Design cm0ik_ahb_dec_mux, sky130hd; sources not shown.
Fig. 1: run 1, cell area per tile
The die is cut into 9 by 9 equal tiles; white is low, dark blue is high, 0 to 100% covered.
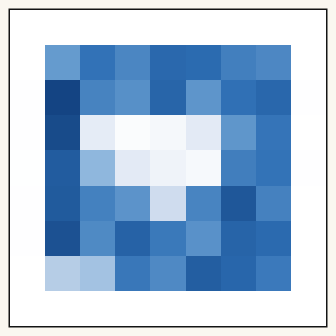
nearly empty tiles: 40%
tiles over 75% full: 19%
fullest tile: 92%
utilization after layout: 62.0%
core area: 5070 µm²

Fig. 2: run 1, clock distribution
Bar = 20 µm.
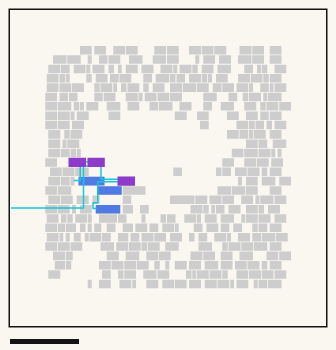
legend:
  purple:
    item: cells driving clock nets
    count: 3
  cyan:
    item: clock wires
    length: 83.5 µm
  blue:
    item: flip-flops
    count: 3
routed clock nets: 4
Clock Skew: 0.00262 ns
clk latency late pin: 0.21 ns
Clk pwr share: 20.9%
clk pwr: 0.0000804 W

Fig. 3: run 1, cell outlines without signal wires
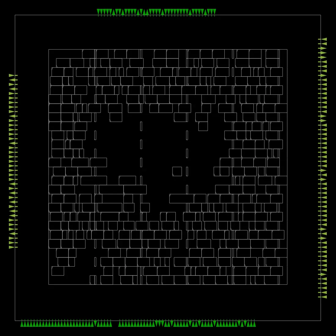
flip-flops: 3
Row Count: 26
Fillers: 455
# Taps: 70

Fig. 4: run 1, metal 3
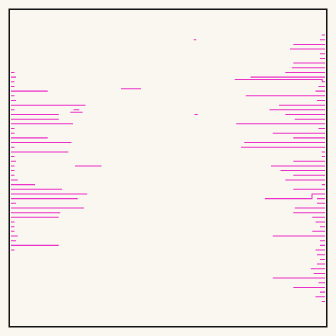
wire length on this layer: 741 µm
longest straight run: 25.5 µm
nets with wire on the layer: 102
main direction: horizontal
share of all routed wire: 9.4%
Post-Route WL: 7930 µm
via count: 2077
met3 Track Usage GR: 5.46%

==> flow_metrics.py, run 1 <==
# Generated from Yosys and OpenROAD reports
metrics = {
    "clock_tree": {
        "clk_pin_slew_ns": 0.03,
        "ctsRootBufferMaster": "clkbuf_8",
        "cts.repair.resized": 0,
        "hold_buffers": 0,
        "htreeDepth": 1,
        "numCtsBuffers": 3,
        "clock_sinks": 3,
        "cts_tree": "done",
        "clockBufferDepth": 2,
    },
    "logic_synthesis": {
        "yosysMostFrequentCell": "nand2_1",
        "synth_area_leader_cell": "mux2_2",
        "synth_cell_types": 29,
        "simple_gate_share_pct": 17.8,
        "mux_area_share_pct": 31.5,
        "ys_cells": 180,
        "ys_top_logic_family": "AND-OR/OR-AND gates",
        "numSynthFlops": 3,
        "mappedNetlistArea_um2": 1240,
        "xor_area_share_pct": 0.705,
        "postSynthSeqShare_pct": 4.83,
        "postSynth.asyncResetShare_pct": 0,
        "compound_area_share_pct": 36.9,
        "synth-edff-count": 0,
        "synth_top_flop_cell": "dfxtp_1",
        "syn_inst": 180,
        "synth_warnings": 0,
        "yosysChipArea_um2": 1240,
        "synth_top_area_share_pct": 29.9,
        "topCellsByArea": "mux2_2 30%, a22oi_1 20%, o21ai_0 13%, nand2_1 11%, dfxtp_1 4.8%",
    },
    "worst_setup_path": {
        "path_buffers": 3,
        "critPathMaxFanout": 22,
        "worst_setup_path_start_kind": "flip-flop",
        "crit_cells": 6,
        "crit_type": "reg -> out",
        "cp_top_family": "buffers and inverters",
        "rr_worst_depth": 5,
        "cpMaxStageDelayCell": "nor3b_4",
        "slowest_delay_ns": 0.63,
        "crit_arrival_ns": 2.57,
        "end_kind": "primary output",
    },
    "power": {
        "seqPwrFrac_pct": 8.0,
        "swShare_pct": 26.1,
        "p_switching_w": 0.000101,
        "p_comb_share_pct": 71.1,
        "p_leak_nw": 1.06,
        "peakVddDrop_mv": 0.174,
        "powerComb_w": 0.000274,
    },
    "hold_path": {
        "holdCritPathClass": "reg -> reg",
    },
    "place": {
        "gp_congestion": 0.808,
        "portBuffers": 180,
        "placed_cells": 417,
    },
    "final_layout": {
        "final_layout_top_logic_cell": "clkdlybuf4s50_1",
        "n_all_buffers": 186,
        "final_cell_mix": "180 x clkdlybuf4s50_1, 35 x nand2_1, 33 x mux2_2, 33 x a22oi_1, 33 x o21ai_0",
        "area_growth_syn_to_layout_pct": 153,
        "nets": 524,
        "nClkBuffers": 4,
        "antenna_cells": 0,
        "inverters": 2,
        "clock_area_share_pct": 1.43,
        "regArea_um2": 61.3,
        "buf_share_pct": 59.1,
        "seq_area_share_pct": 1.95,
        "largestClassByArea": "non-clock buffers",
    },
    "timing": {
        "worstMarginPinSlew_ns": 0.710,
        "max_freq_mhz": 292,
        "hold_viol": 0,
        "tns_ns": 0,
        "rsz0062_at_grt": "no",
        "setup-violations-final": 0,
        "setup_ws_ns": 0.871,
        "slew_viol_final": 0,
        "hold_slack_ns": 0.650,
    },
    "global_routing": {
        "grt_pass1_wl_um": 12100,
        "grt_pass1_vias": 2284,
        "busiest_layer": "met2",
        "use_met1_pct": 18.8,
        "antenna_found_initial": 0,
        "grt_use_met2_pct": 33.1,
    },
    "flow_run": {
        "tool_warnings": 55,
        "drv_cap": 0,
    },
    "drt": {
        "drt-met1-wl_um": 3040,
        "wl_per_cell_um": 18.8,
        "drc_errors": 0,
        "drt_first_pass_iters": 5,
        "via_per_inst": 4.93,
        "drtIter0Drc": 77,
    },
    "floorplan": {
        "io_pins": 211,
        "die_h_um": 92.0,
    },
    "run_status": {
        "status": "completed",
    },
}
--- run 2 (diff from run 1) ---
- CORE_UTILIZATION: 24 -> 20
- PLACE_DENSITY: 0.9 -> 0.8
- clock period: 4.3 -> 2.8 ns (I/O delays scaled with it)
==> run 2 against run 1 <==
Via count down 0.77%. Wire length shrank 0.44%. Clock power rose by 58%. First-iteration DRC count rose by 14%. Largest power group unchanged.
==> flow_metrics.py, run 2 <==
# Generated from Yosys and OpenROAD reports
metrics = {
    "run_status": {
        "status": "completed",
    },
    "logic_synthesis": {
        "postSynthSeqShare_pct": 4.83,
        "synth_warnings": 0,
        "syn_inst": 180,
        "yosysChipArea_um2": 1240,
        "postSynth.asyncResetShare_pct": 0,
        "synth-edff-count": 0,
        "synth_top_flop_cell": "dfxtp_1",
        "xor_area_share_pct": 0.705,
        "synth_top_area_share_pct": 29.9,
        "ys_cells": 180,
        "numSynthFlops": 3,
        "synth_cell_types": 29,
        "mux_area_share_pct": 31.5,
        "ys_top_logic_family": "AND-OR/OR-AND gates",
        "compound_area_share_pct": 36.9,
    },
    "final_layout": {
        "ff_count": 3,
        "buf_share_pct": 59.2,
        "final_layout_top_logic_cell": "clkdlybuf4s50_1",
        "nClkBuffers": 4,
        "seq_area_share_pct": 1.94,
        "nets": 526,
        "regArea_um2": 61.3,
        "n_all_buffers": 188,
        "antenna_cells": 0,
        "post-route-util_pct": 52.9,
    },
    "worst_setup_path": {
        "critPathMaxFanout": 4,
        "cp_top_family": "buffers and inverters",
        "crit_arrival_ns": 2.06,
        "rr_worst_depth": 5,
        "cpMaxStageDelayCell": "clkdlybuf4s50_1",
        "slowest_delay_ns": 0.50,
    },
    "clock_tree": {
        "clk_pin_slew_ns": 0.03,
        "cts_tree": "done",
        "numCtsBuffers": 3,
        "ctsRootBufferMaster": "clkbuf_8",
        "hold_buffers": 0,
    },
    "hold_path": {
        "holdCritPathClass": "reg -> reg",
    },
    "drt": {
        "drt-total-wl_um": 7890,
        "via_per_inst": 4.82,
        "drtIter0Drc": 88,
        "drt_first_pass_iters": 4,
        "vias": 2061,
    },
    "timing": {
        "clock_skew_ns": 0.000234,
        "max_freq_mhz": 382,
        "setup_ws_ns": 0.182,
        "hold_viol": 0,
        "setup-violations-final": 0,
    },
    "power": {
        "p_switching_w": 0.000158,
        "p_clk_w": 0.000127,
        "powerComb_w": 0.000421,
        "p_leak_nw": 1.07,
    },
    "place": {
        "placed_cells": 424,
    },
    "global_routing": {
        "grt_pass1_vias": 2306,
        "antenna_found_initial": 0,
        "grt_use_met2_pct": 27.8,
    },
    "floorplan": {
        "io_pins": 211,
        "tap-cell-count": 75,
    },
    "flow_run": {
        "tool_warnings": 55,
    },
}
Fig. 5: run 2, cell outlines without signal wires
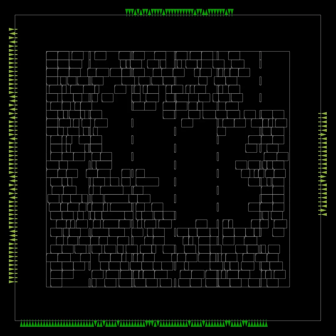
Row Count: 28
Fillers: 569
core area: 5990 µm²

Fig. 6: run 2, pin placement
Pins as bars across the die edge, other pins in gray.
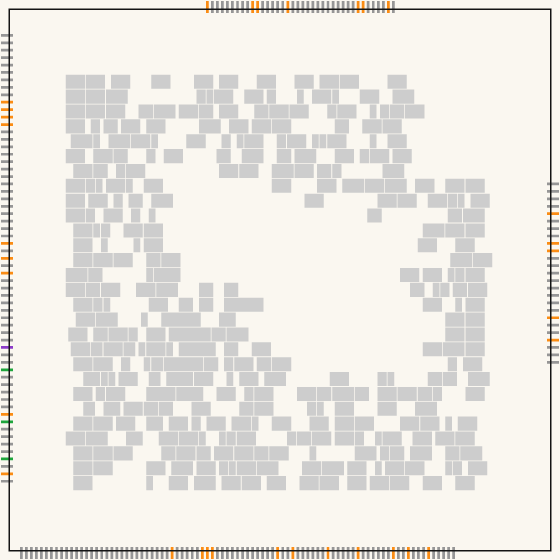
legend:
  green:
    port: HREADYOUT
    pins: 3
    direction: input
    edge: left
  orange:
    port: HRDATA1
    pins: 32
    direction: input
    edge: 11 bottom, 9 left, 7 top, 5 right
  purple:
    port: HRESETn
    pins: 1
    direction: input
    edge: left
all pins by edge: 87 bottom, 61 left, 38 top, 25 right
die y size: 98.8 µm
port buffer count: 180

No activity file was given, so power comes from the tool's default toggle rates.
